[config.mk]
export PLATFORM = sky130hd
export DESIGN_NAME = cam_lookup_ctrl
export DESIGN_NICKNAME = d
export VERILOG_FILES = /design/src/rtl/sys_defs.sv /design/src/rtl/cam_rr_alloc.sv /design/src/rtl/cam_lookup_ctrl.sv
export SDC_FILE = /design/constraint.sdc
export NUM_CORES = 1
export LEC_CHECK = 0
export CAP_MARGIN = 20
export CORE_ASPECT_RATIO = 1.2
export CORE_MARGIN = 8
export CORE_UTILIZATION = 39
export DETAILED_ROUTE_END_ITERATION = 8
export GPL_TIMING_DRIVEN = 0
export PLACE_DENSITY = 0.75
export SYNTH_ARGS = -nofsm -noshare
export SYNTH_HDL_FRONTEND = slang
export SYNTH_SLANG_ARGS = --single-unit
[constraint.sdc]
create_clock -name clock -period 1.5 [get_ports clock]
set_clock_uncertainty 0.15 [all_clocks]
set_input_delay 0.225 -clock clock [delete_from_list [all_inputs] [get_ports clock]]
set_output_delay 0.225 -clock clock [all_outputs]
set_load 0.005 [all_outputs]
[src/rtl/sys_defs.sv]
// Definitions shared between the CAM and its controllers.
// The command encoding must stay identical to the one the CAM decodes.
package sys_defs;

  typedef enum logic {
    READ  = 1'b0,
    WRITE = 1'b1
  } COMMAND;

  localparam int unsigned KEY_W = 32;

endpackage

[src/rtl/cam_rr_alloc.sv]
// Round-robin victim pointer for CAM inserts, plus a count of slots filled since reset.
// The pointer wraps at SIZE rather than 2**IDX_W, so non-power-of-two CAMs are handled.
module cam_rr_alloc #(
  parameter  int unsigned SIZE  = 8,
  localparam int unsigned IDX_W = $clog2(SIZE),
  localparam int unsigned OCC_W = IDX_W + 1
) (
  input  logic             clock,
  input  logic             reset,
  input  logic             advance,
  output logic [IDX_W-1:0] ptr,
  output logic [OCC_W-1:0] occupancy
);

  logic [IDX_W-1:0] ptr_r;
  logic [OCC_W-1:0] occ_r;
  logic [IDX_W-1:0] ptr_nxt_s;
  logic [OCC_W-1:0] occ_nxt_s;

  // Next victim slot and saturating fill count for one insert.
  always_comb begin
    ptr_nxt_s = ptr_r;
    occ_nxt_s = occ_r;
    if (advance) begin
      if (ptr_r == IDX_W'(SIZE - 1)) begin
        ptr_nxt_s = {IDX_W{1'b0}};
      end else begin
        ptr_nxt_s = ptr_r + IDX_W'(1);
      end
      if (occ_r < OCC_W'(SIZE)) begin
        occ_nxt_s = occ_r + OCC_W'(1);
      end else begin
        occ_nxt_s = occ_r;
      end
    end else begin
      ptr_nxt_s = ptr_r;
      occ_nxt_s = occ_r;
    end
  end

  // Pointer and occupancy registers.
  always_ff @(posedge clock or posedge reset) begin
    if (reset) begin
      ptr_r <= {IDX_W{1'b0}};
      occ_r <= {OCC_W{1'b0}};
    end else begin
      ptr_r <= ptr_nxt_s;
      occ_r <= occ_nxt_s;
    end
  end

  assign ptr       = ptr_r;
  assign occupancy = occ_r;

endmodule

[src/rtl/cam_lookup_ctrl.sv]
// Initiator for one CAM: lookup on request, insert into a round-robin victim slot on a
// miss when asked, and return a single response per request over a valid/ready pair.
module cam_lookup_ctrl
  import sys_defs::*;
#(
  parameter  int unsigned SIZE  = 8,
  localparam int unsigned IDX_W = $clog2(SIZE)
) (
  input  logic             clock,
  input  logic             reset,
  input  logic             req_valid,
  output logic             req_ready,
  input  logic [31:0]      req_data,
  input  logic             req_insert,
  output logic             rsp_valid,
  input  logic             rsp_ready,
  output logic             rsp_hit,
  output logic             rsp_inserted,
  output logic [IDX_W-1:0] rsp_idx,
  output logic [IDX_W:0]   occupancy,
  output logic             cam_enable,
  output COMMAND           cam_command,
  output logic [IDX_W-1:0] cam_write_idx,
  output logic [31:0]      cam_data,
  input  logic             cam_hit,
  input  logic [IDX_W-1:0] cam_read_idx
);

  typedef enum logic [1:0] {
    ST_IDLE   = 2'd0,
    ST_LOOKUP = 2'd1,
    ST_WRITE  = 2'd2,
    ST_RESP   = 2'd3
  } state_t;

  state_t           state_r, state_nxt_s;
  logic             insert_r, insert_nxt_s;
  logic             req_ready_r, req_ready_nxt_s;
  logic             rsp_valid_r, rsp_valid_nxt_s;
  logic             rsp_hit_r, rsp_hit_nxt_s;
  logic             rsp_inserted_r, rsp_inserted_nxt_s;
  logic [IDX_W-1:0] rsp_idx_r, rsp_idx_nxt_s;
  logic             cam_enable_r, cam_enable_nxt_s;
  COMMAND           cam_command_r, cam_command_nxt_s;
  logic [IDX_W-1:0] cam_write_idx_r, cam_write_idx_nxt_s;
  logic [31:0]      cam_data_r, cam_data_nxt_s;
  logic [IDX_W-1:0] ptr_s;
  logic             advance_s;

  // The victim slot is consumed on the edge that completes the CAM write.
  assign advance_s = (state_r == ST_WRITE);

  cam_rr_alloc #(
    .SIZE (SIZE)
  ) u_alloc (
    .clock     (clock),
    .reset     (reset),
    .advance   (advance_s),
    .ptr       (ptr_s),
    .occupancy (occupancy)
  );

  // Next state plus the next value of every registered output.
  always_comb begin
    state_nxt_s         = state_r;
    insert_nxt_s        = insert_r;
    req_ready_nxt_s     = 1'b0;
    rsp_valid_nxt_s     = rsp_valid_r;
    rsp_hit_nxt_s       = rsp_hit_r;
    rsp_inserted_nxt_s  = rsp_inserted_r;
    rsp_idx_nxt_s       = rsp_idx_r;
    cam_enable_nxt_s    = 1'b0;
    cam_command_nxt_s   = READ;
    cam_write_idx_nxt_s = cam_write_idx_r;
    cam_data_nxt_s      = cam_data_r;
    case (state_r)
      ST_IDLE: begin
        if (req_valid) begin
          state_nxt_s      = ST_LOOKUP;
          insert_nxt_s     = req_insert;
          cam_data_nxt_s   = req_data;
          cam_enable_nxt_s = 1'b1;
        end else begin
          req_ready_nxt_s = 1'b1;
        end
      end
      ST_LOOKUP: begin
        // A resident key always takes the hit path, so it is never written twice.
        if (cam_hit) begin
          state_nxt_s        = ST_RESP;
          rsp_valid_nxt_s    = 1'b1;
          rsp_hit_nxt_s      = 1'b1;
          rsp_inserted_nxt_s = 1'b0;
          rsp_idx_nxt_s      = cam_read_idx;
        end else if (insert_r) begin
          state_nxt_s         = ST_WRITE;
          cam_enable_nxt_s    = 1'b1;
          cam_command_nxt_s   = WRITE;
          cam_write_idx_nxt_s = ptr_s;
        end else begin
          state_nxt_s        = ST_RESP;
          rsp_valid_nxt_s    = 1'b1;
          rsp_hit_nxt_s      = 1'b0;
          rsp_inserted_nxt_s = 1'b0;
          rsp_idx_nxt_s      = {IDX_W{1'b0}};
        end
      end
      ST_WRITE: begin
        state_nxt_s        = ST_RESP;
        rsp_valid_nxt_s    = 1'b1;
        rsp_hit_nxt_s      = 1'b0;
        rsp_inserted_nxt_s = 1'b1;
        rsp_idx_nxt_s      = ptr_s;
      end
      ST_RESP: begin
        if (rsp_ready) begin
          state_nxt_s     = ST_IDLE;
          rsp_valid_nxt_s = 1'b0;
          req_ready_nxt_s = 1'b1;
        end else begin
          state_nxt_s     = ST_RESP;
          rsp_valid_nxt_s = 1'b1;
        end
      end
      default: begin
        state_nxt_s     = ST_IDLE;
        rsp_valid_nxt_s = 1'b0;
        req_ready_nxt_s = 1'b1;
      end
    endcase
  end

  // State and output registers.
  always_ff @(posedge clock or posedge reset) begin
    if (reset) begin
      state_r         <= ST_IDLE;
      insert_r        <= 1'b0;
      req_ready_r     <= 1'b1;
      rsp_valid_r     <= 1'b0;
      rsp_hit_r       <= 1'b0;
      rsp_inserted_r  <= 1'b0;
      rsp_idx_r       <= {IDX_W{1'b0}};
      cam_enable_r    <= 1'b0;
      cam_command_r   <= READ;
      cam_write_idx_r <= {IDX_W{1'b0}};
      cam_data_r      <= 32'h0000_0000;
    end else begin
      state_r         <= state_nxt_s;
      insert_r        <= insert_nxt_s;
      req_ready_r     <= req_ready_nxt_s;
      rsp_valid_r     <= rsp_valid_nxt_s;
      rsp_hit_r       <= rsp_hit_nxt_s;
      rsp_inserted_r  <= rsp_inserted_nxt_s;
      rsp_idx_r       <= rsp_idx_nxt_s;
      cam_enable_r    <= cam_enable_nxt_s;
      cam_command_r   <= cam_command_nxt_s;
      cam_write_idx_r <= cam_write_idx_nxt_s;
      cam_data_r      <= cam_data_nxt_s;
    end
  end

  assign req_ready     = req_ready_r;
  assign rsp_valid     = rsp_valid_r;
  assign rsp_hit       = rsp_hit_r;
  assign rsp_inserted  = rsp_inserted_r;
  assign rsp_idx       = rsp_idx_r;
  assign cam_enable    = cam_enable_r;
  assign cam_command   = cam_command_r;
  assign cam_write_idx = cam_write_idx_r;
  assign cam_data      = cam_data_r;

endmodule
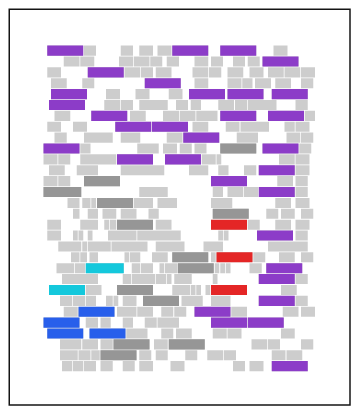
Fig. 1. Where the registers sit.
Scale: 4 px per um.
- red: cam_write_idx (sequential cells 3)
- cyan: state_r (sequential cells 2)
- blue: u_alloc.occupancy (sequential cells 4; where lower left)
- purple: cam_data (sequential cells 32; where widely spread)
- not coloured: 13
sequential share of cell area: 0.3655
Core Util, Final: 0.6667
sequential-cell power consumption: 0.00256 W

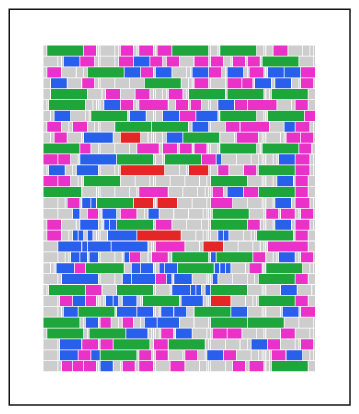
Fig. 2. Placement by cell class.
Scale: 4 px per um. Fill, decap, tap and diode cells in grey.
- red: clock drivers and dummy loads (cells 8; share of their area 3.9%)
- blue: all other logic (cells 97; share of their area 26%)
- magenta: other buffers and delay cells (cells 118; share of their area 32%)
- green: flip-flops (cells 54; share of their area 37%)

==> metrics.cfg <==
[timing]
worstMarginPinSlew_ns=0.5458
final_tally_of_max_slew_violations=0
post-route-worst-setup-slack_ns=-0.1215
final_tally_of_setup_violations=27
tns_ns=-2.357
timing.final.hold_violations=0

[clock_network]
cts_made_buffers=5
cts.repair.resized=72
cts_post_setup_buffers_inserted=21

[critical_path]
timing.critical_path.to=cam_data[15]
worstPathArrival_ns=1.66
path_cells=inv_4 > ha_4 > nand2_8 > buf_12 > buf_8 > mux2_2
cp.required_ns=1.53

[yosys]
yosys_cells=155
synth_top_area_share=0.5989
yosys.area.top_type=sky130_fd_sc_hd__dfrtp_1
edf_count=0
common_cells=sky130_fd_sc_hd__dfrtp_1, sky130_fd_sc_hd__mux2_2, sky130_fd_sc_hd__nand2_1, sky130_fd_sc_hd__ha_1, sky130_fd_sc_hd__inv_1
yosys-top-cells-area=sky130_fd_sc_hd__dfrtp_1, sky130_fd_sc_hd__mux2_2, sky130_fd_sc_hd__ha_1
synthesis.yosys.warnings=0

[power]
power-per-cell-area_nw_per_um2=1946
internal_power_w=0.005068

[detailed_routing]
m1WireLength_mm=2.211
wirelength_mm=5.490
firstDrtPassIters=4
final_ant_viol_nets=0
post-route-drc-count=0

[die]
chip_area_um2=8356

[flow_run]
drv.max_cap_violation_count=0

[outcome]
violated_checks=setup timing
status=finished with violations

[global_route]
grt_total_ovfl=0

[cells_and_area]
layout_top_cell_excl_fill_tap=sky130_fd_sc_hd__dfrtp_1
finalInstanceArea_um2=3704
sequential_cell_area_um2=1354
final.fill_count=431

[min_path]
min_path_type=primary input to asynchronous set/reset pin

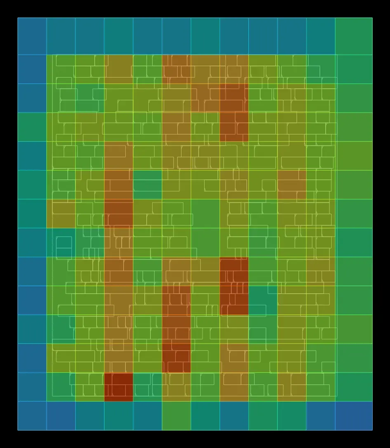
Fig. 3. Routing congestion.
met3 capacity usage during global routing: 0.04746
final routed wire length divided by cell count: 16.10 um
global-route total usage across every layer: 0.1349
GR Layer Usage met1: 0.1472
global routing's busiest layer: met2

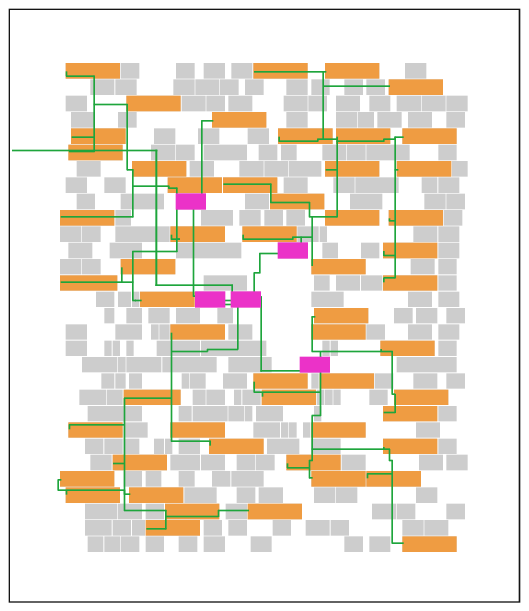
Fig. 4. Clock network drawn from the DEF.
Scale: 6 px per um.
- orange: flip-flops (count 54)
- magenta: cells driving clock nets (count 5)
- green: clock wires (length 646 um)
- flops lie: widely spread
- routed clock nets: 6
P_clk: 0.00118 W
share of power burned in the clock network: 0.164
clk latency late pin: 0.30 ns

==> kinds of logic after synthesis <==
group | share of synthesized area
AND-OR/OR-AND | 0.04746
XOR/XNOR | 0.007911
adder cells (fa/ha/maj) | 0.04520
buffers and inverters | 0.02938
flip-flops | 0.6107
multiplexers | 0.2028
AND/OR/NAND/NOR | 0.05650
==> through the flow <==
stage,hold slack [ns],utilization
after global placement,0.3115,0.5732
after floorplan,0.1424,-
after CTS,0.1704,0.6608
after detailed placement,0.3128,0.5768
final,0.1653,0.6667
after global routing,0.2096,0.6667
==> cell type report <==
cell class | count | area share
timing repair buffer | 114 | 0.3017
inverter | 7 | 0.009797
tap | 64 | 0.02162
clock buffer | 6 | 0.02230
multi-input combinational | 90 | 0.2476
buffer | 4 | 0.01520
clock inverter | 2 | 0.01622
sequential | 54 | 0.3655
No activity file was given, so power comes from the tool's default toggle rates.
